## src/rtl/i2c_slave_buf_ctrl_if.sv

```systemverilog
// Handshake bundle between the host, the buffer controller and the I2C slave:
// host TX push, host RX pop, slave-side TX pop and slave-side RX push.
interface i2c_slave_buf_ctrl_if;
  // Host pushes bytes destined for the I2C master into the TX FIFO
  logic       host_tx_valid;
  logic [7:0] host_tx_data;
  logic       host_tx_ready;
  // Host pops bytes received from the I2C master out of the RX FIFO
  logic       host_rx_valid;
  logic [7:0] host_rx_data;
  logic       host_rx_ready;
  // I2C slave pulls TX bytes; data appears the cycle after the read strobe
  logic       stxfifo_empty;
  logic [7:0] stx_fifo_dat;
  logic       stx_fifo_rd_en;
  // I2C slave pushes received bytes, throttled by the almost-full hint
  logic       srxfifo_en;
  logic [7:0] rx_sdat;
  logic       rxfifo_almost_full;

  // Seen from the buffer controller
  modport slave (
    input  host_tx_valid, host_tx_data, host_rx_ready,
    input  stx_fifo_rd_en, srxfifo_en, rx_sdat,
    output host_tx_ready, host_rx_valid, host_rx_data,
    output stxfifo_empty, stx_fifo_dat, rxfifo_almost_full
  );

  // Seen from whoever drives the host and I2C-slave sides
  modport master (
    output host_tx_valid, host_tx_data, host_rx_ready,
    output stx_fifo_rd_en, srxfifo_en, rx_sdat,
    input  host_tx_ready, host_rx_valid, host_rx_data,
    input  stxfifo_empty, stx_fifo_dat, rxfifo_almost_full
  );
endinterface

```

## src/rtl/i2c_slave_buf_ctrl.sv

```systemverilog
// Buffer controller for an I2C slave: enable/config sequencing, a TX FIFO the
// slave drains with a registered read port, an RX FIFO the host drains with a
// show-ahead read port, and sticky underflow/overflow status.
module i2c_slave_buf_ctrl #(
  parameter int DEPTH    = 8,
  parameter int AFULL_TH = 6
) (
  input  logic                     wclk,
  input  logic                     rst_wclk_n,
  input  logic                     cfg_en,
  input  logic [7:0]               cfg_addr,
  input  logic [7:0]               cfg_mcode,
  input  logic                     sts_clr,
  output logic                     slave_en,
  output logic [7:0]               slave_addr,
  output logic [7:0]               master_code,
  output logic [$clog2(DEPTH):0]   tx_level,
  output logic [$clog2(DEPTH):0]   rx_level,
  output logic                     tx_underflow,
  output logic                     rx_overflow,
  i2c_slave_buf_ctrl_if.slave      bus
);
  localparam int PW = $clog2(DEPTH);
  localparam int LW = PW + 1;
  localparam logic [LW-1:0] FULL_LVL  = LW'(DEPTH);
  localparam logic [LW-1:0] AFULL_LVL = LW'(AFULL_TH);

  typedef enum logic [1:0] {ST_OFF, ST_CFG, ST_ON, ST_DRAIN} state_e;

  state_e        state_q;
  logic          slave_en_q;
  logic [7:0]    slave_addr_q, master_code_q;

  logic [7:0]    tx_mem [DEPTH];
  logic [PW-1:0] tx_wr_ptr_q, tx_wr_ptr_d, tx_rd_ptr_q, tx_rd_ptr_d;
  logic [LW-1:0] tx_level_q, tx_level_d;
  logic [7:0]    tx_dat_q, tx_dat_d;
  logic          tx_uflow_q;
  logic          tx_flush, tx_push, tx_pop, tx_uflow_set;

  logic [7:0]    rx_mem [DEPTH];
  logic [PW-1:0] rx_wr_ptr_q, rx_wr_ptr_d, rx_rd_ptr_q, rx_rd_ptr_d;
  logic [LW-1:0] rx_level_q, rx_level_d;
  logic          rx_oflow_q;
  logic          rx_full, rx_push, rx_pop, rx_oflow_set;

  // Enable sequencing: config is latched only in the one-cycle CFG state, and
  // leaving ON passes through DRAIN so the TX FIFO is flushed before OFF.
  always_ff @(posedge wclk or negedge rst_wclk_n) begin
    if (!rst_wclk_n) begin
      state_q       <= ST_OFF;
      slave_en_q    <= 1'b0;
      slave_addr_q  <= '0;
      master_code_q <= '0;
    end else begin
      case (state_q)
        ST_OFF: begin
          slave_en_q <= 1'b0;
          if (cfg_en) state_q <= ST_CFG;
        end
        ST_CFG: begin
          slave_addr_q  <= cfg_addr;
          master_code_q <= cfg_mcode;
          slave_en_q    <= 1'b1;
          state_q       <= ST_ON;
        end
        ST_ON: begin
          if (!cfg_en) begin
            slave_en_q <= 1'b0;
            state_q    <= ST_DRAIN;
          end
        end
        ST_DRAIN: begin
          slave_en_q <= 1'b0;
          state_q    <= ST_OFF;
        end
        default: begin
          slave_en_q <= 1'b0;
          state_q    <= ST_OFF;
        end
      endcase
    end
  end

  // During DRAIN the TX side refuses pushes and ignores pops so the flush wins.
  assign tx_flush          = (state_q == ST_DRAIN);
  assign bus.host_tx_ready = (tx_level_q < FULL_LVL) && !tx_flush;
  assign bus.stxfifo_empty = (tx_level_q == '0);
  assign tx_push           = bus.host_tx_valid && bus.host_tx_ready;
  assign tx_pop            = bus.stx_fifo_rd_en && (tx_level_q != '0) && !tx_flush;
  assign tx_uflow_set      = bus.stx_fifo_rd_en && (tx_level_q == '0);

  // TX next state: pointers, level and the registered read data word.
  always_comb begin
    tx_wr_ptr_d = tx_wr_ptr_q;
    tx_rd_ptr_d = tx_rd_ptr_q;
    tx_level_d  = tx_level_q;
    tx_dat_d    = tx_dat_q;
    if (tx_flush) begin
      tx_wr_ptr_d = '0;
      tx_rd_ptr_d = '0;
      tx_level_d  = '0;
    end else begin
      if (tx_push) tx_wr_ptr_d = tx_wr_ptr_q + PW'(1);
      if (tx_pop) begin
        tx_rd_ptr_d = tx_rd_ptr_q + PW'(1);
        tx_dat_d    = tx_mem[tx_rd_ptr_q];
      end
      if (tx_push && !tx_pop) tx_level_d = tx_level_q + LW'(1);
      if (tx_pop && !tx_push) tx_level_d = tx_level_q - LW'(1);
    end
  end

  // A byte arriving while the RX FIFO is full only fits if the host pops the
  // oldest byte in the same cycle; otherwise it is dropped and flagged.
  assign rx_full                = (rx_level_q == FULL_LVL);
  assign bus.host_rx_valid      = (rx_level_q != '0);
  assign bus.host_rx_data       = rx_mem[rx_rd_ptr_q];
  assign bus.rxfifo_almost_full = (rx_level_q >= AFULL_LVL);
  assign rx_pop                 = bus.host_rx_valid && bus.host_rx_ready;
  assign rx_push                = bus.srxfifo_en && (!rx_full || rx_pop);
  assign rx_oflow_set           = bus.srxfifo_en && rx_full && !rx_pop;

  // RX next state: pointers and level.
  always_comb begin
    rx_wr_ptr_d = rx_wr_ptr_q;
    rx_rd_ptr_d = rx_rd_ptr_q;
    rx_level_d  = rx_level_q;
    if (rx_push) rx_wr_ptr_d = rx_wr_ptr_q + PW'(1);
    if (rx_pop)  rx_rd_ptr_d = rx_rd_ptr_q + PW'(1);
    if (rx_push && !rx_pop) rx_level_d = rx_level_q + LW'(1);
    if (rx_pop && !rx_push) rx_level_d = rx_level_q - LW'(1);
  end

  // FIFO storage has no reset; reset empties the FIFOs through the pointers.
  always_ff @(posedge wclk) begin
    if (tx_push) tx_mem[tx_wr_ptr_q] <= bus.host_tx_data;
    if (rx_push) rx_mem[rx_wr_ptr_q] <= bus.rx_sdat;
  end

  // FIFO bookkeeping and sticky flags; a new error outranks a same-cycle clear.
  always_ff @(posedge wclk or negedge rst_wclk_n) begin
    if (!rst_wclk_n) begin
      tx_wr_ptr_q <= '0;
      tx_rd_ptr_q <= '0;
      tx_level_q  <= '0;
      tx_dat_q    <= '0;
      tx_uflow_q  <= 1'b0;
      rx_wr_ptr_q <= '0;
      rx_rd_ptr_q <= '0;
      rx_level_q  <= '0;
      rx_oflow_q  <= 1'b0;
    end else begin
      tx_wr_ptr_q <= tx_wr_ptr_d;
      tx_rd_ptr_q <= tx_rd_ptr_d;
      tx_level_q  <= tx_level_d;
      tx_dat_q    <= tx_dat_d;
      tx_uflow_q  <= tx_uflow_set | (tx_uflow_q & ~sts_clr);
      rx_wr_ptr_q <= rx_wr_ptr_d;
      rx_rd_ptr_q <= rx_rd_ptr_d;
      rx_level_q  <= rx_level_d;
      rx_oflow_q  <= rx_oflow_set | (rx_oflow_q & ~sts_clr);
    end
  end

  assign slave_en         = slave_en_q;
  assign slave_addr       = slave_addr_q;
  assign master_code      = master_code_q;
  assign bus.stx_fifo_dat = tx_dat_q;
  assign tx_level         = tx_level_q;
  assign rx_level         = rx_level_q;
  assign tx_underflow     = tx_uflow_q;
  assign rx_overflow      = rx_oflow_q;
endmodule
```

## src/flat_wrapper.sv

```systemverilog
// flat-port wrapper written by rule: the top's interface ports become plain ports
module i2c_slave_buf_ctrl_flat 
#(
  parameter int DEPTH    = 8,
  parameter int AFULL_TH = 6
)
  (wclk, rst_wclk_n, cfg_en, cfg_addr, cfg_mcode, sts_clr, slave_en, slave_addr, master_code, tx_level, rx_level, tx_underflow, rx_overflow, bus_host_tx_valid, bus_host_tx_data, bus_host_rx_ready, bus_stx_fifo_rd_en, bus_srxfifo_en, bus_rx_sdat, bus_host_tx_ready, bus_host_rx_valid, bus_host_rx_data, bus_stxfifo_empty, bus_stx_fifo_dat, bus_rxfifo_almost_full);
  i2c_slave_buf_ctrl_if bus_i ();
  input  logic wclk;
  input  logic rst_wclk_n;
  input  logic cfg_en;
  input  logic [7:0] cfg_addr;
  input  logic [7:0] cfg_mcode;
  input  logic sts_clr;
  output logic slave_en;
  output logic [7:0] slave_addr;
  output logic [7:0] master_code;
  output logic [$clog2(DEPTH):0] tx_level;
  output logic [$clog2(DEPTH):0] rx_level;
  output logic tx_underflow;
  output logic rx_overflow;
  input wire logic [$bits(bus_i.host_tx_valid)-1:0] bus_host_tx_valid;
  input wire logic [$bits(bus_i.host_tx_data)-1:0] bus_host_tx_data;
  input wire logic [$bits(bus_i.host_rx_ready)-1:0] bus_host_rx_ready;
  input wire logic [$bits(bus_i.stx_fifo_rd_en)-1:0] bus_stx_fifo_rd_en;
  input wire logic [$bits(bus_i.srxfifo_en)-1:0] bus_srxfifo_en;
  input wire logic [$bits(bus_i.rx_sdat)-1:0] bus_rx_sdat;
  output wire logic [$bits(bus_i.host_tx_ready)-1:0] bus_host_tx_ready;
  output wire logic [$bits(bus_i.host_rx_valid)-1:0] bus_host_rx_valid;
  output wire logic [$bits(bus_i.host_rx_data)-1:0] bus_host_rx_data;
  output wire logic [$bits(bus_i.stxfifo_empty)-1:0] bus_stxfifo_empty;
  output wire logic [$bits(bus_i.stx_fifo_dat)-1:0] bus_stx_fifo_dat;
  output wire logic [$bits(bus_i.rxfifo_almost_full)-1:0] bus_rxfifo_almost_full;
  assign bus_i.host_tx_valid = bus_host_tx_valid;
  assign bus_i.host_tx_data = bus_host_tx_data;
  assign bus_i.host_rx_ready = bus_host_rx_ready;
  assign bus_i.stx_fifo_rd_en = bus_stx_fifo_rd_en;
  assign bus_i.srxfifo_en = bus_srxfifo_en;
  assign bus_i.rx_sdat = bus_rx_sdat;
  assign bus_host_tx_ready = bus_i.host_tx_ready;
  assign bus_host_rx_valid = bus_i.host_rx_valid;
  assign bus_host_rx_data = bus_i.host_rx_data;
  assign bus_stxfifo_empty = bus_i.stxfifo_empty;
  assign bus_stx_fifo_dat = bus_i.stx_fifo_dat;
  assign bus_rxfifo_almost_full = bus_i.rxfifo_almost_full;
  i2c_slave_buf_ctrl #(.DEPTH(DEPTH), .AFULL_TH(AFULL_TH)) u_core (.wclk(wclk), .rst_wclk_n(rst_wclk_n), .cfg_en(cfg_en), .cfg_addr(cfg_addr), .cfg_mcode(cfg_mcode), .sts_clr(sts_clr), .slave_en(slave_en), .slave_addr(slave_addr), .master_code(master_code), .tx_level(tx_level), .rx_level(rx_level), .tx_underflow(tx_underflow), .rx_overflow(rx_overflow), .bus(bus_i));
endmodule
```

## config.mk

```make
export PLATFORM = sky130hd
export DESIGN_NAME = i2c_slave_buf_ctrl_flat
export DESIGN_NICKNAME = d
export VERILOG_FILES = /design/src/rtl/i2c_slave_buf_ctrl_if.sv /design/src/rtl/i2c_slave_buf_ctrl.sv /design/src/flat_wrapper.sv
export SDC_FILE = /design/constraint.sdc
export NUM_CORES = 1
export LEC_CHECK = 0
export CAP_MARGIN = 20
export CORE_ASPECT_RATIO = 1.4
export CORE_MARGIN = 2
export CORE_UTILIZATION = 39
export CTS_CLUSTER_SIZE = 8
export DETAILED_ROUTE_END_ITERATION = 8
export HOLD_SLACK_MARGIN = 0.03
export MAX_ROUTING_LAYER = met4
export PLACE_DENSITY_LB_ADDON = 0.3
export SLEW_MARGIN = 20
export SYNTH_ARGS = -nofsm -noshare
export SYNTH_HDL_FRONTEND = slang
export SYNTH_SLANG_ARGS = --single-unit
```

## constraint.sdc

```tcl
create_clock -name wclk -period 5.7 [get_ports wclk]
set_input_delay 1.14 -clock wclk [delete_from_list [all_inputs] [get_ports wclk]]
set_output_delay 1.14 -clock wclk [all_outputs]
set_load 0.02 [all_outputs]
```

==> run_results.csv <==
group,metric,value,unit
min_path,hold-path-cell-count,1,
final_timing,min_period_over_period,0.694,
worst_setup_path,path_cells,"mux4_1 -> mux2_2 -> clkdlybuf4s50_1",
cts,cts_tree,"built",
detailed_routing,dr_total_vias,3987,
final_timing,holdWs,0.505,ns
finish,sh_seq_area,0.559,
worst_setup_path,critPathKind,"flop to output port",
finish,number_of_non_filler_instances_in_the_completed_layout,799,
worst_setup_path,rr_startpoint,"u_core.tx_level[0]",
finish,nNonClkInverters,22,
worst_setup_path,crit_path_max_fanout,18,
power_and_ir_drop,power.sequential.fraction,0.401,
final_timing,fmaxAchievable,253,MHz
worst_setup_path,critPathRequiredTime,4.56,ns
outcome,run_status,"completed",
finish,commonest_cells_after_routing_fill_and_taps_aside,"sky130_fd_sc_hd__edfxtp_1 (128), sky130_fd_sc_hd__clkdlybuf4s50_1 (85), sky130_fd_sc_hd__dfrtp_1 (49), sky130_fd_sc_hd__mux2i_1 (35), sky130_fd_sc_hd__mux2_2 (28)",
finish,final-clk-cell-share,0.0619,
final_timing,setup_viol_count_final,0,
finish,area_grow_syn2layout,22.5,%
floorplan,dieHeight,167,um
cts,cts_buffers,17,
finish,finalCoreUtilization,0.488,
synth,most_area_consuming_cells_after_synthesis,"sky130_fd_sc_hd__edfxtp_1 (52%), sky130_fd_sc_hd__dfrtp_1 (17%), sky130_fd_sc_hd__mux4_1 (5.7%)",
synth,top_cells_by_count,"sky130_fd_sc_hd__edfxtp_1 (128), sky130_fd_sc_hd__dfrtp_1 (49), sky130_fd_sc_hd__mux2i_1 (35)",
power_and_ir_drop,p_clk_frac,0.230,
floorplan,std_cell_rows,59,
finish,n_clock_buffer,19,
cts,clock_sink_count,177,
synth,synthMostInstantiatedCell,"sky130_fd_sc_hd__edfxtp_1",
global_route,grt_antenna_before_repair,0,
power_and_ir_drop,cellLeakagePower,3.32,nW
finish,layout.area.seq,5070,um2
synth,synth_area_per_cell,16.5,um2
power_and_ir_drop,p_seq,1.90,mW
global_route,gr_layer_usage_met1,0.162,
place,placedCellCount,767,
finish,post_route_cells_drive_above_1_share,0.153,
power_and_ir_drop,power.density,521,nW/um2
final_timing,timing_worst_slew_pin_value,1.01,ns
place,placer_congestion,0.756,
cts,clkTransAtPathRegs,0.07,ns
final_timing,setup_tns,0,ns
final_timing,finalHoldViolations,0,
final_timing,rsz0062_at_grt,"no",
final_timing,worst_clock_skew,0.00837,ns
worst_setup_path,reg2reg_slack,2.78,ns
place,dp_slack,2.16,ns
power_and_ir_drop,report.power.total,4.73,mW
synth,synthAdderAreaFrac,0.0314,
min_path,min_to,"u_core.master_code[5]",
worst_setup_path,cpMaxStageDelayCell,"sky130_fd_sc_hd__dfrtp_1",
place,dpl.hpwl,9.69,mm
finish,multi_input_comb_cells,232,
cts,clock-root-buffer,"sky130_fd_sc_hd__clkbuf_16",
floorplan,die_x,121,um
worst_setup_path,critical_path.endpoint,"bus_host_rx_data[5]",
synth,yosys_area,7410,um2
synth,async_flop_share,0.277,
finish,dominant-cell-class,"flip-flops and latches",
Fig. 1: cell classes on the final placement
Fill, decap, tap and diode cells in gray.
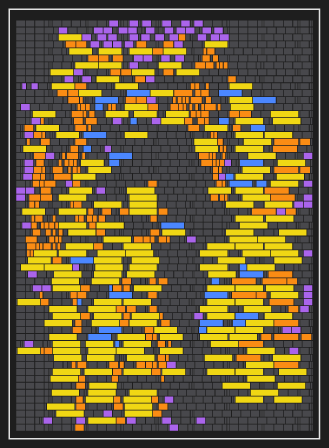
class	color	cells	share of their area
flip-flops	yellow	177	58%
other buffers and delay cells	purple	92	10%
clock drivers and dummy loads	blue	32	6.4%
all other logic	orange	254	26%

Fig. 2: signal metal coverage by tile
Bar = 20 um. 24 x 33 tiles, from black (low) to pale yellow (high), scaled to the fullest tile. Values are wire area over tile area, all layers added.
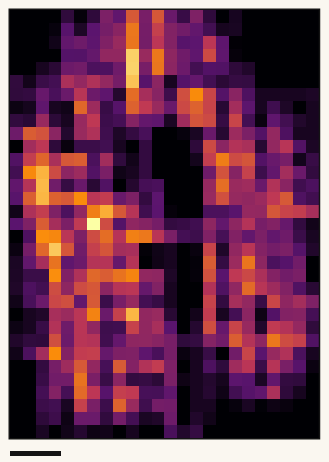
emptiest ninth of the die	top right
mean over tiles	0.11
fullest tile	0.42
densest ninth of the die	left middle
nearly empty tiles	18%

